## src/rtl/serial_program_loader.sv

```systemverilog
// UART (8N1) program-image loader: receives SYNC/LEN/DATA/SUM frames and drives the
// program memory write port, holding the CPU while a load is pending or has failed.
module serial_program_loader #(
   parameter int          CLKS_PER_BIT = 16,
   parameter int          ADDR_W       = 4,
   parameter logic [7:0]  SYNC_BYTE    = 8'hA5,
   parameter int          TIMEOUT_CLKS = 4096
) (
   input  logic              clk,
   input  logic              rst,
   input  logic              rx,
   output logic              prog_we,
   output logic [ADDR_W-1:0] prog_addr,
   output logic [7:0]        prog_data,
   output logic              cpu_hold,
   output logic              busy,
   output logic              load_done,
   output logic              load_err
);

   localparam int CNT_W   = $clog2(CLKS_PER_BIT);
   localparam int HALF    = CLKS_PER_BIT / 2;
   localparam int LEN_W   = ADDR_W + 1;
   localparam int TO_W    = $clog2(TIMEOUT_CLKS + 1);
   localparam int MAX_LEN = 1 << ADDR_W;

   typedef enum logic [1:0] {RX_IDLE, RX_START, RX_DATA, RX_STOP} rxState_t;
   typedef enum logic [1:0] {WAIT_SYNC, GET_LEN, GET_DATA, GET_SUM} frameState_t;

   logic rxMeta, rxSync, rxPrev;

   rxState_t         rxState, rxStateNext;
   logic [CNT_W-1:0] bitCnt, bitCntNext;
   logic [2:0]       bitIdx, bitIdxNext;
   logic [7:0]       shiftReg, shiftNext;
   logic             byteValid, byteValidNext;
   logic             frameErr, frameErrNext;

   frameState_t       frameState, frameStateNext;
   logic [LEN_W-1:0]  lenReg, lenNext;
   logic [LEN_W-1:0]  idxReg, idxNext;
   logic [7:0]        sumReg, sumNext;
   logic [TO_W-1:0]   toCnt, toNext;
   logic              weNext, doneNext, errNext, holdNext;
   logic [ADDR_W-1:0] addrNext;
   logic [7:0]        dataNext;
   logic              abortFrame;

   // Input synchronizer; rxPrev gives falling-edge detection on the clean signal
   always_ff @(posedge clk) begin
      if (rst) begin
         rxMeta <= 1'b1;
         rxSync <= 1'b1;
         rxPrev <= 1'b1;
      end else begin
         rxMeta <= rx;
         rxSync <= rxMeta;
         rxPrev <= rxSync;
      end
   end

   always_ff @(posedge clk) begin
      if (rst) begin
         rxState   <= RX_IDLE;
         bitCnt    <= '0;
         bitIdx    <= '0;
         byteValid <= 1'b0;
         frameErr  <= 1'b0;
      end else begin
         rxState   <= rxStateNext;
         bitCnt    <= bitCntNext;
         bitIdx    <= bitIdxNext;
         byteValid <= byteValidNext;
         frameErr  <= frameErrNext;
      end
   end

   always_ff @(posedge clk) begin
      shiftReg <= shiftNext;
   end

   always_comb begin
      rxStateNext   = rxState;
      bitCntNext    = bitCnt;
      bitIdxNext    = bitIdx;
      shiftNext     = shiftReg;
      byteValidNext = 1'b0;
      frameErrNext  = 1'b0;
      case (rxState)
         RX_IDLE: begin
            if (rxPrev && !rxSync) begin
               rxStateNext = RX_START;
               bitCntNext  = '0;
            end
         end
         RX_START: begin
            // Mid-start-bit check rejects glitches shorter than half a bit
            if (bitCnt == CNT_W'(HALF - 1)) begin
               bitCntNext = '0;
               bitIdxNext = '0;
               rxStateNext = rxSync ? RX_IDLE : RX_DATA;
            end else begin
               bitCntNext = bitCnt + CNT_W'(1);
            end
         end
         RX_DATA: begin
            if (bitCnt == CNT_W'(CLKS_PER_BIT - 1)) begin
               bitCntNext = '0;
               shiftNext  = {rxSync, shiftReg[7:1]};
               if (bitIdx == 3'd7) rxStateNext = RX_STOP;
               else                bitIdxNext  = bitIdx + 3'd1;
            end else begin
               bitCntNext = bitCnt + CNT_W'(1);
            end
         end
         RX_STOP: begin
            if (bitCnt == CNT_W'(CLKS_PER_BIT - 1)) begin
               byteValidNext = rxSync;
               frameErrNext  = !rxSync;
               rxStateNext   = RX_IDLE;
            end else begin
               bitCntNext = bitCnt + CNT_W'(1);
            end
         end
         default: rxStateNext = RX_IDLE;
      endcase
   end

   always_ff @(posedge clk) begin
      if (rst) begin
         frameState <= WAIT_SYNC;
         lenReg     <= '0;
         idxReg     <= '0;
         sumReg     <= '0;
         toCnt      <= '0;
         prog_we    <= 1'b0;
         prog_addr  <= '0;
         prog_data  <= '0;
         cpu_hold   <= 1'b0;
         load_done  <= 1'b0;
         load_err   <= 1'b0;
      end else begin
         frameState <= frameStateNext;
         lenReg     <= lenNext;
         idxReg     <= idxNext;
         sumReg     <= sumNext;
         toCnt      <= toNext;
         prog_we    <= weNext;
         prog_addr  <= addrNext;
         prog_data  <= dataNext;
         cpu_hold   <= holdNext;
         load_done  <= doneNext;
         load_err   <= errNext;
      end
   end

   always_comb begin
      frameStateNext = frameState;
      lenNext        = lenReg;
      idxNext        = idxReg;
      sumNext        = sumReg;
      weNext         = 1'b0;
      doneNext       = 1'b0;
      errNext        = 1'b0;
      holdNext       = cpu_hold;
      addrNext       = prog_addr;
      dataNext       = prog_data;
      abortFrame     = 1'b0;
      toNext         = (frameState == WAIT_SYNC || byteValid) ? '0 : toCnt + TO_W'(1);

      case (frameState)
         WAIT_SYNC: begin
            if (byteValid && shiftReg == SYNC_BYTE) begin
               frameStateNext = GET_LEN;
               holdNext       = 1'b1;
               sumNext        = '0;
               idxNext        = '0;
            end
         end
         GET_LEN: begin
            if (byteValid) begin
               if (shiftReg == 8'd0 || 32'(shiftReg) > MAX_LEN) begin
                  abortFrame = 1'b1;
               end else begin
                  lenNext        = LEN_W'(shiftReg);
                  frameStateNext = GET_DATA;
               end
            end
         end
         GET_DATA: begin
            if (byteValid) begin
               weNext   = 1'b1;
               addrNext = idxReg[ADDR_W-1:0];
               dataNext = shiftReg;
               sumNext  = sumReg + shiftReg;
               idxNext  = idxReg + LEN_W'(1);
               if (idxReg == lenReg - LEN_W'(1)) frameStateNext = GET_SUM;
            end
         end
         GET_SUM: begin
            if (byteValid) begin
               if (shiftReg == sumReg) begin
                  doneNext       = 1'b1;
                  holdNext       = 1'b0;
                  frameStateNext = WAIT_SYNC;
               end else begin
                  abortFrame = 1'b1;
               end
            end
         end
         default: frameStateNext = WAIT_SYNC;
      endcase

      // Line errors and inter-byte stalls only matter once a frame has started
      if (frameState != WAIT_SYNC && !byteValid &&
          (frameErr || toCnt == TO_W'(TIMEOUT_CLKS - 1))) begin
         abortFrame = 1'b1;
      end

      if (abortFrame) begin
         errNext        = 1'b1;
         frameStateNext = WAIT_SYNC;
      end
   end

   assign busy = (frameState != WAIT_SYNC);

endmodule

```

## config.mk

```make
export PLATFORM = sky130hd
export DESIGN_NAME = serial_program_loader
export DESIGN_NICKNAME = d
export VERILOG_FILES = /design/src/rtl/serial_program_loader.sv
export SDC_FILE = /design/constraint.sdc
export NUM_CORES = 1
export LEC_CHECK = 0
export CAP_MARGIN = 20
export CORE_ASPECT_RATIO = 0.6
export CORE_MARGIN = 2
export CORE_UTILIZATION = 59
export CTS_BUF_LIST = sky130_fd_sc_hd__clkbuf_2
export CTS_CLUSTER_DIAMETER = 80
export CTS_CLUSTER_SIZE = 40
export DETAILED_ROUTE_END_ITERATION = 8
export GPL_ROUTABILITY_DRIVEN = 0
export GPL_TIMING_DRIVEN = 0
export PLACE_DENSITY = 0.9
export SLEW_MARGIN = 10
export SYNTH_ARGS = -nofsm -noshare
export SYNTH_HDL_FRONTEND = slang
export SYNTH_SLANG_ARGS = --single-unit
export TNS_END_PERCENT = 10
```

## constraint.sdc

```tcl
create_clock -name clk -period 2.8 [get_ports clk]
set_input_delay 0.28 -clock clk [delete_from_list [all_inputs] [get_ports clk]]
set_output_delay 0.28 -clock clk [all_outputs]
set_load 0.03 [all_outputs]
```

==> impl_metrics.csv <==
group,metric,value,unit
route,viasPerCell,5.926,
worst_setup_path,cp_slowest_cell,"dfxtp_1",
clock_network,cts_root_buf,"clkbuf_2",
worst_setup_path,cp-start-kind,"flip-flop",
clock_network,clk_pin_slew,180,ps
power,p_per_area,456.1,nW/µm²
power,p_int,1352,µW
timing,finalSetupViolCount,0,
yosys,synthTopCellsByArea,"dfxtp_1 (37%), edfxtp_1 (7.0%), ha_1 (6.2%)",
floorplanning,chip_area,6425,µm²
route,dr.first_iter.drc_count,323,
clock_network,clockBufferDepth,2,
status,run_status,"completed",
yosys,fp_nets,406,
worst_setup_path,worstSetupPathType,"reg2reg",
worst_setup_path,cp_top_family,"simple AND/OR/NAND/NOR gates",
worst_setup_path,critPathRequiredTime,3190,ps
yosys,yosys_area,3411,µm²
power,p_comb_frac,0.026,
timing,rsz0062_at_grt,"no",
place,numPortBuffers,18,
power,total_power,1745,µW
yosys,yosysCellCount,385,
worst_setup_path,cp_max_fo,10,
yosys,ys_seq_elements,71,
floorplanning,initial_core_util,0.6123,
timing,finalHoldViolCount,0,
timing,fmax,392.2,MHz
yosys,yosys_warnings,0,
power,max-vdd-ir-drop,0.3631,mV
yosys,avgSynthCellArea,8.859,µm²
route,drc,0,
final_layout,lay_top_cells,"dfxtp_1 (63), nand2_1 (49), nor2_1 (37)",
clock_network,clock_sinks,71,
route,routed_wl,7637,µm
timing,fin_crit,2549,ps
route,vias,2957,
route,wl_per_cell,15.30,µm
place,hpwl,5426,µm
worst_setup_path,path_buffers,2,
yosys,top_cell_area_share,0.3698,
place,dpl_worst_slack,375.6,ps
worst_setup_path,endpoint_kind,"flip-flop",
floorplanning,die_w,102.2,µm
yosys,async_flop_share,0,
floorplanning,pin_count,20,
yosys,ys.flop_type,"dfxtp_1",
clock_network,htree_levels,3,
yosys,edf_count,8,
floorplanning,die_h,62.90,µm
yosys,synth.distinct_cells,56,
yosys,top_area_cell,"dfxtp_1",
power,switchingPower,393.1,µW
final_layout,nets,435,
worst_setup_path,max_stage_delay,370,ps
yosys,synth_seq_share,0.4402,
clock_network,cts_resized,0,
timing,min_period_over_period,0.9105,
grt,grt_pass1_vias,2732,
power,p_seq_frac,0.594,
grt,overflow,0,
timing,tns,0,ps
place,placed_area,3691,µm²
clock_network,cts_tree,"yes",
==> logic make-up (layout without fill, tap and decap cells) <==
group | after synthesis | in the layout | synth area share
adder cells (fa/ha/maj) | 18 | 18 | 0.06823
multiplexers | 3 | 3 | 0.008804
XOR/XNOR | 22 | 22 | 0.05649
AND/OR/NAND/NOR | 162 | 162 | 0.2399
AND-OR/OR-AND | 80 | 80 | 0.1537
flip-flops | 71 | 71 | 0.4402
buffers and inverters | 29 | 63 | 0.03265
==> power by group through the flow <==
stage | registers, µW | clock network (µW) | logic (µW)
2_1_floorplan | 1060 | 0 | 26.1
3_3_place_gp | 1060 | 0 | 42.2
3_5_place_dp | 1060 | 0 | 43.8
4_1_cts | 1040 | 671 | 44.0
5_1_grt | 1040 | 720 | 49.4
6_report | 1040 | 664 | 45.0
==> worst reg2reg max path, delay by kind of cell, from the launching register on <==
| kind | cells | cell delay [ps] |
|---|---|---|
| buffers and inverters | 2 | 460 |
| flip-flops | 1 | 370 |
| adder cells (fa/ha/maj) | 1 | 170 |
| AND-OR/OR-AND | 1 | 270 |
| AND/OR/NAND/NOR | 4 | 1180 |
==> cell usage after synthesis (all sizes together) (2+ instances only) <==
cell,number
xnor2,7
nor3,9
nand3b,3
xor2,15
nor2,37
mux2i,3
a21oi,34
nand2b,3
and4,2
o2111ai,3
and2,5
nor4,5
a22oi,5
inv,13
ha,17
dfxtp,63
clkbuf,13
nand3,13
or2,3
nor3b,2
or3,5
edfxtp,8
or3b,2
nand4,13
o21ai,14
nor2b,5
buf,2
a211o,2
and3,2
o31ai,3
nand2,50
a211oi,3
==> sequential cells by signal, summed over array words and instances (netlist names), named ones only <==
signal and cells:
rxSync 1, toCnt 13, shiftReg 8, load_done 1, frameErr 1, bitIdx 3, rxState 1, prog_we 1
rxPrev 1, idxReg 5, prog_data 8, prog_addr 4, load_err 1, bitCnt 4, sumReg 8, cpu_hold 1
frameState 2, lenReg 5, rxMeta 1, byteValid 1
==> stage by stage <==
| stage | std cells | util |
|---|---|---|
| after floorplan | 385 | - |
| after global placement | 483 | 0.6626 |
| after detailed placement | 483 | 0.6626 |
| after CTS | 499 | 0.6869 |
| after global routing | 499 | 0.6869 |
| final | 499 | 0.6869 |
==> routing by layer <==
layer	track usage	routed length (µm)	share of wire	vias to the layer above
met3	0.07606	624	0.082	9
met4	0.05333	49	0.0064	0
met2	0.3997	3340	0.44	124
met5	0	0	0	-
li1	-	-	-	1440
met1	0.3814	3622	0.47	1384
==> final cells by class <==
cell class | instances | area, µm²
flip-flops and latches | 71 | 1501
multi-input cells | 285 | 1798
well taps | 80 | 100.1
fillers | 425 | 1744
clock inverters | 5 | 80.08
plain buffers | 15 | 58.81
clock buffers | 11 | 55.05
inverters | 14 | 52.55
repair buffers | 18 | 180.2
==> path summary, 6_finish.rpt <==
| path | startpoint | to | slack [ps] | depth (start not counted) |
|---|---|---|---|---|
| worst min register to register | rxMeta | rxSync | 430 | 1 |
| worst max-delay path | frameState[0] | sumReg[7] | 250 | 8 |
| worst max register to register | frameState[0] | sumReg[7] | 250 | 8 |
| worst min-delay path | rst | rxMeta | 210 | 2 |
### Metal 2

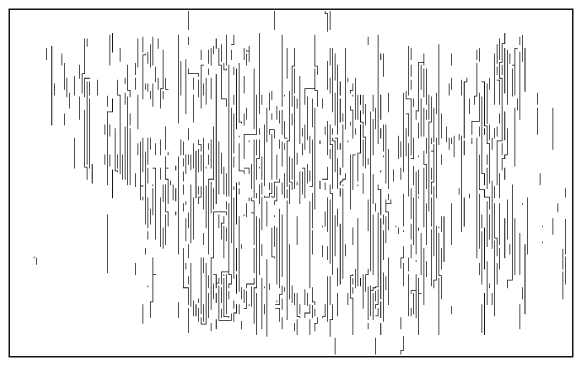
The wires run mostly vertical. The layer holds 44% of the routed length.

### Sizing map

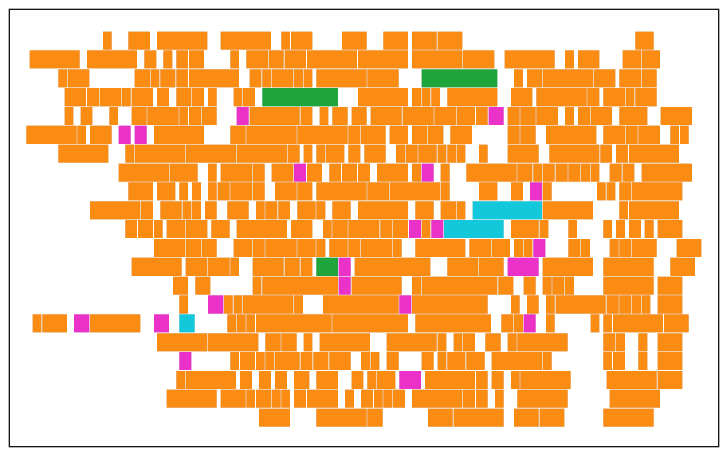
Key: magenta = x2 [cells 20]; orange = x1 and smaller [cells 393]; green = x6 and larger [cells 3]; cyan = x3 and x4 [cells 3]
Buffers excl. clock: 33
Final WS setup: 250.5 ps
fin area: 3826 µm²
Area growth syn-to-layout: 12.18%

### Logic cells by family

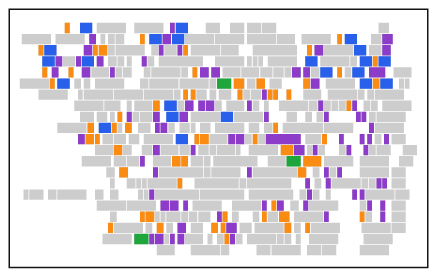
Key: blue = xor and xnor cells [cells 22, most used xor2_1]; green = mux cells [cells 3, most used mux2i_1]; orange = nor cells [cells 59, most used nor2_1]; purple = nand cells [cells 84, most used nand2_1, where spread over the die]
logic share of the area: 0.4699
fin cells: 499
Commonest Layout Cell: dfxtp_1

### Clock wiring as the flow saved it

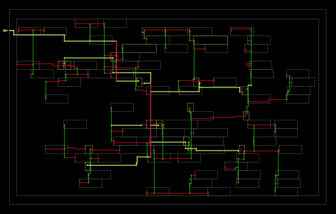
clock buf count: 11
clk ins delay skew pair: 510 ps
Final Skew: 29.20 ps

### Cell classes on the final placement

The bar under the picture is 20 µm long. Fill, decap, tap and diode cells in grey.
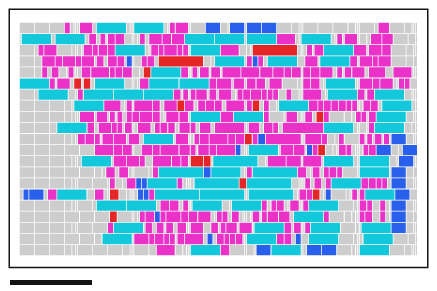
Key: cyan = sequential cells [cells 71]; blue = remaining buffers and delay cells [cells 33]; magenta = remaining logic cells [cells 299]; red = clock drivers and dummy loads [cells 16]
Core ar.: 5570 µm²
num rows: 21
flop share of the area: 0.3924

No activity file was given, so power comes from the tool's default toggle rates.
